==> src/rtl/pc_trap_unit.sv <==
// pc_trap_unit
//   Program counter with a misalignment trap, a single-level trap return and a
//   count of accepted PC updates.
//
//   Parameters
//     WIDTH     PC/data width in bits (must be >= 28)
//     RESET_PC  value of curPC after reset
//     TRAP_VEC  PC loaded when a misaligned target is rejected
//
//   Ports
//     CLK        in   clock, all state changes on the rising edge
//     RST        in   asynchronous active-low reset
//     PCWre      in   PC write enable; 0 holds all state
//     PCSrc      in   next-PC select: 00 seq, 01 branch, 10 jump, 11 register
//     immExt     in   sign-extended branch offset in words
//     jAddr      in   26-bit jump target field
//     rsData     in   register jump target
//     eret       in   return from trap
//     curPC      out  current PC (registered)
//     pc4        out  curPC + 4 (combinational)
//     epc        out  exception PC (registered)
//     inTrap     out  trap handler active (registered)
//     dblFault   out  sticky double-fault flag (registered)
//     instCount  out  number of accepted PC updates (registered, wraps)
module pc_trap_unit #(
    parameter int unsigned            WIDTH    = 32,
    parameter logic [WIDTH-1:0]       RESET_PC = '0,
    parameter logic [WIDTH-1:0]       TRAP_VEC = WIDTH'(32'h0000_0080)
) (
    input  logic             CLK,
    input  logic             RST,
    input  logic             PCWre,
    input  logic [1:0]       PCSrc,
    input  logic [WIDTH-1:0] immExt,
    input  logic [25:0]      jAddr,
    input  logic [WIDTH-1:0] rsData,
    input  logic             eret,
    output logic [WIDTH-1:0] curPC,
    output logic [WIDTH-1:0] pc4,
    output logic [WIDTH-1:0] epc,
    output logic             inTrap,
    output logic             dblFault,
    output logic [WIDTH-1:0] instCount
);

    typedef enum logic [1:0] {
        SRC_SEQ    = 2'b00,
        SRC_BRANCH = 2'b01,
        SRC_JUMP   = 2'b10,
        SRC_REG    = 2'b11
    } pc_src_e;

    logic [WIDTH-1:0] r_curPC;
    logic [WIDTH-1:0] r_epc;
    logic             r_inTrap;
    logic             r_dblFault;
    logic [WIDTH-1:0] r_instCount;

    logic [WIDTH-1:0] w_pc4;
    logic [WIDTH-1:0] w_branch;
    logic [WIDTH-1:0] w_jump;
    logic [WIDTH-1:0] w_target;
    logic             w_misaligned;
    logic             w_doEret;

    logic [WIDTH-1:0] w_nextPC;
    logic [WIDTH-1:0] w_nextEpc;
    logic             w_nextInTrap;
    logic             w_nextDblFault;

    assign w_pc4    = r_curPC + WIDTH'(4);
    assign w_branch = w_pc4 + (immExt << 2);

    // The jump keeps the upper region bits of pc4 above the 28-bit field;
    // at WIDTH == 28 there are no such bits.
    generate
        if (WIDTH > 28) begin : g_jump_wide
            assign w_jump = {w_pc4[WIDTH-1:28], jAddr, 2'b00};
        end else begin : g_jump_narrow
            assign w_jump = {jAddr, 2'b00};
        end
    endgenerate

    always_comb begin
        w_target = w_pc4;
        case (pc_src_e'(PCSrc))
            SRC_SEQ:    w_target = w_pc4;
            SRC_BRANCH: w_target = w_branch;
            SRC_JUMP:   w_target = w_jump;
            SRC_REG:    w_target = rsData;
            default:    w_target = w_pc4;
        endcase
    end

    assign w_misaligned = (w_target[1:0] != 2'b00);

    // eret outside a trap is just an ordinary load.
    assign w_doEret = eret && r_inTrap;

    // Next state for an accepted update: eret, then trap, then normal load.
    always_comb begin
        w_nextPC       = w_target;
        w_nextEpc      = r_epc;
        w_nextInTrap   = r_inTrap;
        w_nextDblFault = r_dblFault;
        if (w_doEret) begin
            w_nextPC     = r_epc;
            w_nextInTrap = 1'b0;
        end else if (w_misaligned) begin
            w_nextPC = TRAP_VEC;
            if (r_inTrap) begin
                // Fault inside the handler: keep the original return address.
                w_nextDblFault = 1'b1;
            end else begin
                w_nextEpc    = r_curPC;
                w_nextInTrap = 1'b1;
            end
        end
    end

    always_ff @(posedge CLK or negedge RST) begin
        if (!RST) begin
            r_curPC     <= RESET_PC;
            r_epc       <= '0;
            r_inTrap    <= 1'b0;
            r_dblFault  <= 1'b0;
            r_instCount <= '0;
        end else if (PCWre) begin
            r_curPC     <= w_nextPC;
            r_epc       <= w_nextEpc;
            r_inTrap    <= w_nextInTrap;
            r_dblFault  <= w_nextDblFault;
            r_instCount <= r_instCount + WIDTH'(1);
        end
    end

    assign curPC     = r_curPC;
    assign pc4       = w_pc4;
    assign epc       = r_epc;
    assign inTrap    = r_inTrap;
    assign dblFault  = r_dblFault;
    assign instCount = r_instCount;

endmodule

==> config.mk <==
export PLATFORM = sky130hd
export DESIGN_NAME = pc_trap_unit
export DESIGN_NICKNAME = d
export VERILOG_FILES = /design/src/rtl/pc_trap_unit.sv
export SDC_FILE = /design/constraint.sdc
export NUM_CORES = 1
export LEC_CHECK = 0
export CAP_MARGIN = 20
export CORE_AREA = 2 2 118 131
export CTS_BUF_LIST = sky130_fd_sc_hd__clkbuf_4 sky130_fd_sc_hd__clkbuf_8
export CTS_CLUSTER_DIAMETER = 80
export DETAILED_ROUTE_END_ITERATION = 6
export DIE_AREA = 0 0 120 133
export PLACE_DENSITY = 0.86
export SLEW_MARGIN = 20
export SYNTH_ARGS = -nofsm -noshare
export SYNTH_HDL_FRONTEND = slang
export SYNTH_SLANG_ARGS = --single-unit
==> constraint.sdc <==
create_clock -name CLK -period 5 [get_ports CLK]
set_input_delay 0.5 -clock CLK [delete_from_list [all_inputs] [get_ports CLK]]
set_output_delay 0.5 -clock CLK [all_outputs]
set_load 0.01 [all_outputs]
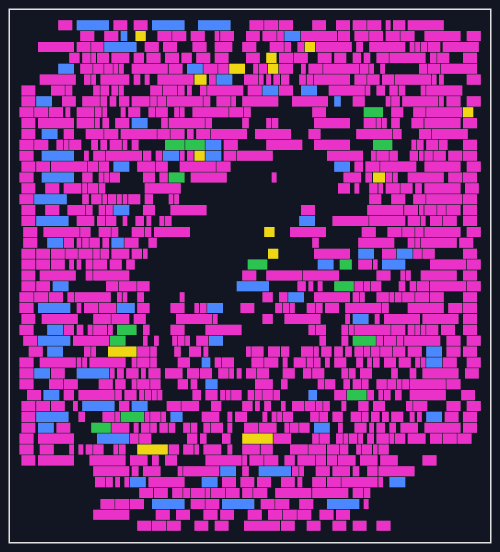
*Cells by drive strength, run 1*
Drawn at 4 px/um.
[x2] blue | cells: 67 | share: 7.0% | most used: mux2_2
[x3 and x4] yellow | cells: 14 | share: 1.5% | most used: buf_4
[x6 and larger] green | cells: 14 | share: 1.5% | most used: clkbuf_8
[x1 and smaller] magenta | cells: 862 | share: 90% | most used: clkdlybuf4s50_1
post-route setup slack: 0.7302 ns
Repair and plain buffers: 230
synthesis-to-layout area growth: 36.45%

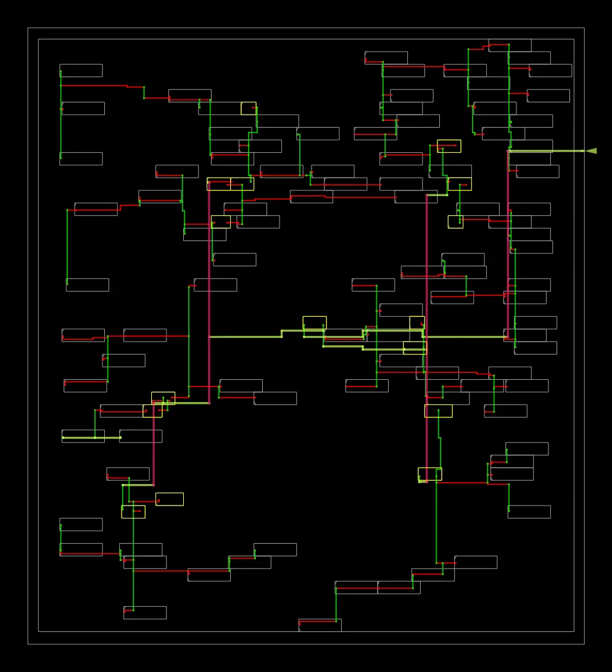
*The clock network, run 1*
Final Skew: 0.01348 ns
clock-net power: 539 uW
worst skew pair latency: 0.40 ns
# clk buffers: 9

==> flow_summary.ini, run 1 <==
; generated from flow reports
[clocking]
htree_levels = 3
cts_resized = 0
cts_tree = done

[logic_synthesis]
ys_warn_count = 0
async_flop_share_pct = 100.0
postSynthSeqShare_pct = 34.70
ys_sh_mux_pct = 12.50
top_logic_kind = simple AND/OR/NAND/NOR gates
edf_count = 0
netlist_instances = 746
synthFlopType = dfrtp_1
synth_chip_area_um2 = 7068

[grt]
antenna_found_initial = 0
grt_pass1_wl_um = 34890
grt-ovfl-total = 0
use_met1_pct = 35.17
grt.busiest_layer = met2
grt.total_usage_pct = 27.80

[setup_path]
endpoint = curPC[22]$_DFFE_PN0P_
r2r_slack_ns = 0.73
startpoint = curPC[4]$_DFFE_PN0P_
crit_path_end_kind = flop

[placement]
portBuffers = 223
place.gp.congestion = 0.9273

[flow_run]
maxCapViolCount = 0

[min_path]
worstHoldPathType = in2async

[cells_and_area]
lay_top_count = clkdlybuf4s50_1
diodes = 0
finish.utilization_pct = 65.34

[floorplanning]
die-area_um2 = 15960
fp_util_pct = 47.89
coreArea_um2 = 14760

[sta]
timing.final.crit_share_pct = 85.40
final.setup.tns_ns = 0

[drt]
drc = 0
dr_total_vias = 6633
wl_per_cell_um = 19.03

[run_status]
status = completed
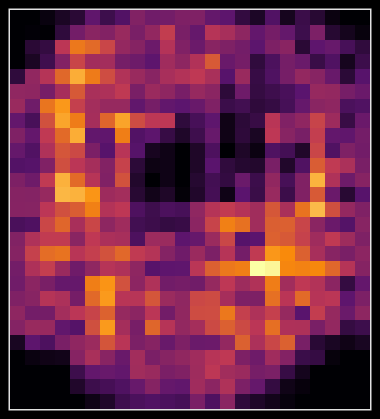
*Signal metal coverage by tile, run 1*
Drawn at 3 px/um. The die is cut into 24 by 27 equal tiles; black is low, pale yellow is high, scaled to the fullest tile. Values are wire area over tile area, all layers added.
mean over tiles: 0.22
tiles over half the peak: 19%
fullest tile: 0.66

run 1: cell usage after synthesis, types with 4 or more instances:
| cell type | count | area [um^2] |
|---|---|---|
| a211oi_1 | 6 | 45.04 |
| a21o_1 | 18 | 135.1 |
| a21oi_1 | 55 | 275.3 |
| a22oi_1 | 9 | 67.56 |
| a31oi_1 | 5 | 31.28 |
| and2_1 | 4 | 25.02 |
| and3_1 | 11 | 68.82 |
| and4_1 | 5 | 43.79 |
| buf_1 | 5 | 18.77 |
| clkbuf_1 | 23 | 86.33 |
| dfrtp_1 | 98 | 2452 |
| ha_1 | 37 | 462.9 |
| inv_1 | 17 | 63.81 |
| mux2_2 | 36 | 405.4 |
| mux2i_1 | 5 | 50.05 |
| mux4_2 | 19 | 427.9 |
| nand2_1 | 71 | 266.5 |
| nand2b_1 | 8 | 50.05 |
| nand3_1 | 38 | 190.2 |
| nand4_1 | 17 | 106.4 |
| nor2_1 | 61 | 229.0 |
| nor3_1 | 9 | 45.04 |
| o211ai_1 | 5 | 37.54 |
| o21a_1 | 6 | 45.04 |
| o21ai_0 | 34 | 170.2 |
| o21bai_1 | 5 | 37.54 |
| o221ai_1 | 4 | 35.03 |
| o31ai_1 | 5 | 37.54 |
| xnor2_1 | 58 | 508.0 |
| xor2_1 | 22 | 192.7 |
run 1: cell type report:
| class | instances | area (um^2) |
|---|---|---|
| clock buffer | 9 | 123.9 |
| clock inverter | 7 | 81.33 |
| fill | 1167 | 5116 |
| inverter | 17 | 63.81 |
| multi-input combinational | 596 | 4405 |
| sequential | 98 | 2452 |
| tap | 196 | 245.2 |
| timing repair buffer | 230 | 2272 |
run 1: power breakdown:
group	internal [uW]	switching, uW
combinational	1170	1040
clock	200	339
sequential	1010	273
total	2380	1650
run 1: metal layers:
layer / part of all wire (%) / up-vias / wire [um]
li1: - / 3112 / -
met1: 41 / 3180 / 8922
met2: 50 / 298 / 10910
met3: 7.1 / 43 / 1556
met4: 2.5 / 0 / 549
met5: 0 / - / 0
run 1: critical path, stage by stage (launching register included):
cell	delay (ns)
dfrtp_1	0.49
and4_1	0.33
nand4_1	0.28
nor2_1	0.30
and4_1	0.27
xor2_1	0.28
ha_1	0.39
a21oi_2	0.19
o21bai_1	0.07
a21o_1	0.19
o41a_4	0.47
a31oi_4	0.19
xnor2_1	0.08
mux4_2	0.45
a21o_1	0.19
run 1: sequential cells by signal, summed over array words and instances, names as in the netlist:
signal / count
inTrap: 1
instCount: 32
epc: 32
curPC: 32
dblFault: 1
run 1: metrics by stage:
| step | worst slack (ns) | hold WS (ns) | instances | power (uW) | cell area, um^2 |
|---|---|---|---|---|---|
| 6_report | 0.7302 | 0.1224 | 1153 | 4036 | 9644 |
| 5_1_grt | 0.4738 | 0.1728 | 1153 | 4289 | 9644 |
| 4_1_cts | 0.7783 | 0.1388 | 1153 | 4042 | 9644 |
| 3_5_place_dp | 0.8603 | 0.4795 | 1137 | 3491 | 9439 |
| 3_3_place_gp | 0.9452 | 0.4602 | 1137 | 3432 | 9439 |
| 2_1_floorplan | 1.072 | 0.2044 | 746 | 2478 | 7068 |
### M3 wires, run 1

Drawn at 4 px/um.
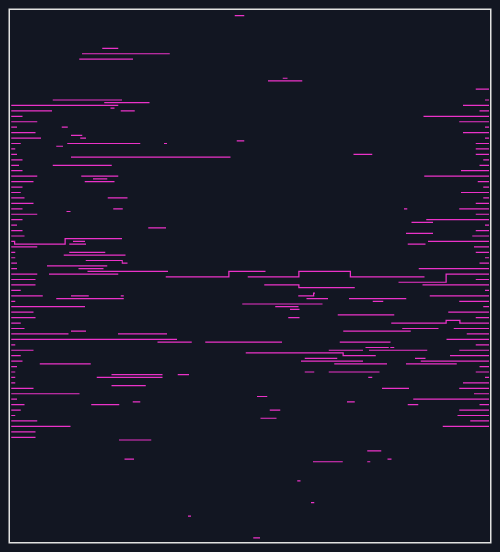

==> run 1 -> run 2 <==
--- a/config.mk
+++ b/config.mk
@@ -12,6 +12,7 @@
 export DETAILED_ROUTE_END_ITERATION = 6
 export DIE_AREA = 0 0 120 133
 export PLACE_DENSITY = 0.86
+export REMOVE_ABC_BUFFERS = 1
 export SLEW_MARGIN = 20
 export SYNTH_ARGS = -nofsm -noshare
 export SYNTH_HDL_FRONTEND = slang
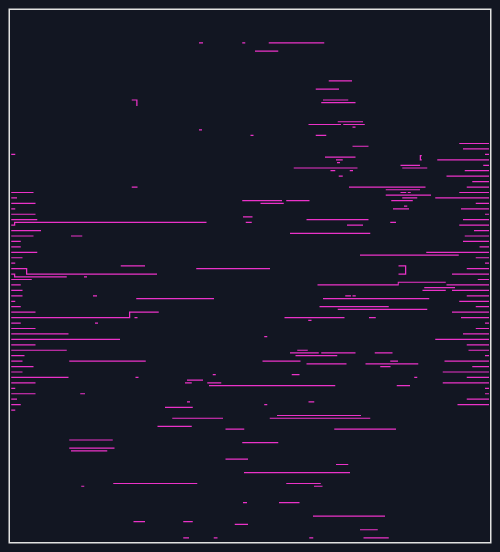
*M3 wires, run 2*
Drawn at 4 px/um.
main direction: horizontal
share of all routed wire: 6.5%
longest straight run: 47.8 um
GR Util met3: 3.491%
DR vias: 6,730
routed wire length: 21,950 um

==> flow_summary.ini, run 2 <==
; generated from flow reports
[power]
p_sw_uw = 1616
clockPowerShare_pct = 13.2
switching_share_pct = 39.97
power_uw = 4042
pwr-share-seq_pct = 31.6
p_int_uw = 2426
p_comb_share_pct = 55.2

[drt]
drc = 0
wl_per_cell_um = 19.05

[sta]
skew_ns = 0.01319
final.setup.tns_ns = 0

[cells_and_area]
fill_cells = 1175
regArea_um2 = 2452
finish.utilization_pct = 65.29
logic_area_um2 = 4405
area_delta_synth_final_pct = 36.34
diodes = 0

[grt]
grt.total_usage_pct = 27.02
grt.busiest_layer = met2
grt_pass1_wl_um = 34130
use_met1_pct = 34.20
antenna_found_initial = 0
grt-ovfl-total = 0

[logic_synthesis]
top_area_cell = dfrtp_1
netlist_instances = 746
synthFlopType = dfrtp_1
synth_chip_area_um2 = 7068
async_flop_share_pct = 100.0
yosysMostFrequentCell = dfrtp_1
edf_count = 0
postSynthSeqShare_pct = 34.70
ys_warn_count = 0
synth.top_cell.area_share_pct = 34.70
area_leaders = dfrtp_1 (35%), xnor2_1 (7.2%), ha_1 (6.5%), mux4_2 (6.1%), mux2_2 (5.7%)

[floorplanning]
coreArea_um2 = 14760
die-area_um2 = 15960
fp_util_pct = 47.89

[setup_path]
r2r_slack_ns = 0.72
startpoint = curPC[4]$_DFFE_PN0P_
endpoint = curPC[26]$_DFFE_PN0P_

[placement]
portBuffers = 223
place.gp.congestion = 0.9413

[clocking]
cts_tree = done
clk_latency_ns = 0.37
htree_levels = 3

[run_status]
status = completed

[flow_run]
maxCapViolCount = 0

[min_path]
worstHoldPathType = in2async
==> run 2: cell counts after synthesis <==
No cell type changed its count.
==> run 2: cells by family after synthesis <==
| family | after synthesis | synth area share [%] |
|---|---|---|
| compound gates | 173 | 16.22 |
| xor+xnor | 81 | 10.14 |
| fa+ha+maj | 38 | 6.833 |
| buf+inv | 52 | 3.080 |
| flops | 98 | 34.70 |
| mux | 60 | 12.50 |
| simple gates | 244 | 16.53 |
==> run 2: layout make-up <==
type / instances / area share, %
clock buffers: 10 / 1.363
flip-flops and latches: 98 / 25.45
multi-input cells: 596 / 45.72
well taps: 196 / 2.545
repair buffers: 229 / 23.50
clock inverters: 6 / 0.7660
inverters: 17 / 0.6622
==> run 2: stage by stage <==
stage	worst slack, ns	cell area [um^2]	hold slack, ns	instances
after floorplan	1.140	6914	0.2044	711
after global routing	0.5031	9637	0.2671	1152
after global placement	0.8651	9432	0.4629	1136
final	0.7185	9637	0.2079	1152
after detailed placement	0.8203	9432	0.4683	1136
after CTS	0.7466	9637	0.2374	1152
==> run 2: power groups by stage <==
| stage | Combinational [uW] | Clock, uW | Sequential [uW] |
|---|---|---|---|
| 2_1_floorplan | 1110 | 0 | 1330 |
| 3_3_place_gp | 2160 | 0 | 1270 |
| 3_5_place_dp | 2200 | 0 | 1290 |
| 4_1_cts | 2220 | 546 | 1270 |
| 5_1_grt | 2390 | 579 | 1310 |
| 6_report | 2230 | 534 | 1280 |
==> run 2: how the worst min path moves through the flow <==
stage | start | to | slack [ns] | cells after the start
floorplan | RST | curPC[0]$_DFFE_PN0P_ | 0.20 | 0
global placement | dblFault$_DFFE_PN0P_ | dblFault$_DFFE_PN0P_ | 0.46 | 1
detailed placement | instCount[31]$_DFFE_PN0P_ | instCount[31]$_DFFE_PN0P_ | 0.47 | 1
CTS | RST | instCount[31]$_DFFE_PN0P_ | 0.24 | 1
global route | RST | instCount[31]$_DFFE_PN0P_ | 0.27 | 1
finish | RST | instCount[31]$_DFFE_PN0P_ | 0.21 | 1
==> run 2: routing by layer <==
| metal | wire length (um) | up-vias |
|---|---|---|
| li1 | - | 3131 |
| met1 | 8742 | 3253 |
| met2 | 10920 | 292 |
| met3 | 1421 | 54 |
| met4 | 866 | 0 |
| met5 | 0 | - |
==> run 2: critical path, cell delays in order, from the launching register on <==
cell,delay (ns)
dfrtp_1,0.48
and4_1,0.33
nand4_1,0.24
nor3_1,0.57
nand3_1,0.17
xnor2_1,0.21
ha_1,0.44
and3_1,0.25
nand4b_1,0.12
a21oi_1,0.32
o31ai_1,0.19
and2_1,0.17
mux4_2,0.49
a21o_1,0.20
==> run 2 -> run 3 <==
--- a/config.mk
+++ b/config.mk
@@ -5,7 +5,7 @@
 export SDC_FILE = /design/constraint.sdc
 export NUM_CORES = 1
 export LEC_CHECK = 0
-export CAP_MARGIN = 20
+export CAP_MARGIN = 10
 export CORE_AREA = 2 2 118 131
 export CTS_BUF_LIST = sky130_fd_sc_hd__clkbuf_4 sky130_fd_sc_hd__clkbuf_8
 export CTS_CLUSTER_DIAMETER = 80
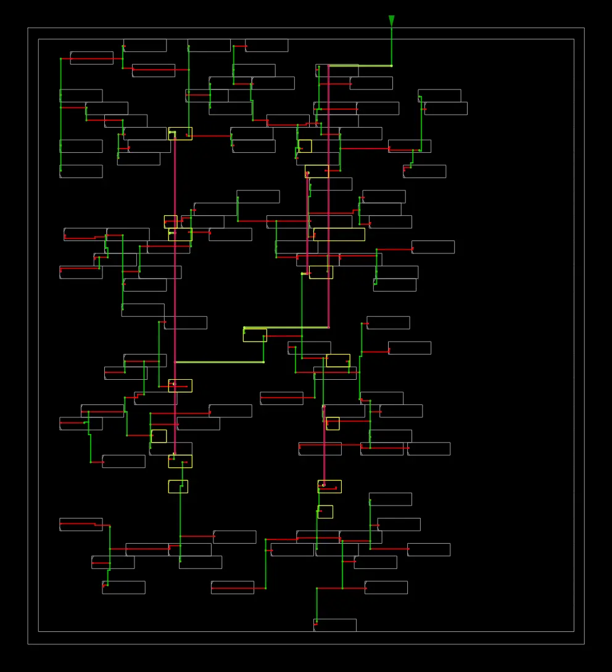
*The clock network, run 3*
# clk buffers: 10
CTS Buf Count: 9

==> flow_summary.ini, run 3 <==
; generated from flow reports
[placement]
place.gp.congestion = 0.9413
place_ws_ns = 0.8203

[power]
switching_share_pct = 39.97
p_comb_share_pct = 55.2
clockPowerShare_pct = 13.2

[sta]
timing.final.crit_share_pct = 85.63

[grt]
grt_pass1_wl_um = 34130
antenna_found_initial = 0

[clocking]
htree_levels = 3
clk_latency_ns = 0.37
cts_resized = 0

[logic_synthesis]
area_leaders = dfrtp_1 (35%), xnor2_1 (7.2%), ha_1 (6.5%), mux4_2 (6.1%), mux2_2 (5.7%)
synthFlopType = dfrtp_1
netlist_instances = 746
ys_warn_count = 0

[cells_and_area]
fin_cells = 1152
fill_cells = 1175
area_delta_synth_final_pct = 36.34

[setup_path]
crit_cells = 13
r2r_slack_ns = 0.72

[run_status]
status = completed
-- run 3: logic make-up after synthesis --
logic type / synth area share (%)
flip-flops: 34.70
AND/OR/NAND/NOR: 16.53
XOR/XNOR: 10.14
multiplexers: 12.50
AND-OR/OR-AND: 16.22
buffers and inverters: 3.080
adder cells (fa/ha/maj): 6.833
-- run 3: how the worst max path moves through the flow --
stage	to	slack [ns]	from
after global routing	curPC[26]$_DFFE_PN0P_	0.50	curPC[4]$_DFFE_PN0P_
after floorplan	curPC[22]$_DFFE_PN0P_	1.14	curPC[4]$_DFFE_PN0P_
after detailed placement	curPC[26]$_DFFE_PN0P_	0.82	curPC[5]$_DFFE_PN0P_
after CTS	curPC[26]$_DFFE_PN0P_	0.75	curPC[4]$_DFFE_PN0P_
final	curPC[26]$_DFFE_PN0P_	0.72	curPC[4]$_DFFE_PN0P_
after global placement	curPC[22]$_DFFE_PN0P_	0.87	curPC[5]$_DFFE_PN0P_
-- run 3: power groups by stage --
stage / Combinational, uW / Clock, uW / Sequential [uW]
2_1_floorplan: 1110 / 0 / 1330
3_3_place_gp: 2160 / 0 / 1270
3_5_place_dp: 2200 / 0 / 1290
4_1_cts: 2220 / 546 / 1270
5_1_grt: 2390 / 579 / 1310
6_report: 2230 / 534 / 1280
-- run 3: final cells by class --
cell class                 count  area, um^2  area share [%]
clock buffer                  10       131.4           1.363
clock inverter                 6       73.82          0.7660
inverter                      17       63.81          0.6622
multi-input combinational    596        4405           45.72
sequential                    98        2452           25.45
tap                          196       245.2           2.545
timing repair buffer         229        2265           23.50
-- run 3: layer usage --
layer / vias up / GRT usage, % / routed length [um]
met5: - / 0 / 0
met2: 292 / 45.64 / 10920
met1: 3253 / 34.20 / 8742
met4: 0 / 12.88 / 866
li1: 3131 / - / -
met3: 54 / 3.491 / 1421
-- run 3: per-stage QoR --
stage,area (um^2),util [%]
floorplan,6914,-
global placement,9432,63.90
detailed placement,9432,63.90
CTS,9637,65.29
global route,9637,65.29
finish,9637,65.29
No activity file was given, so power comes from the tool's default toggle rates.
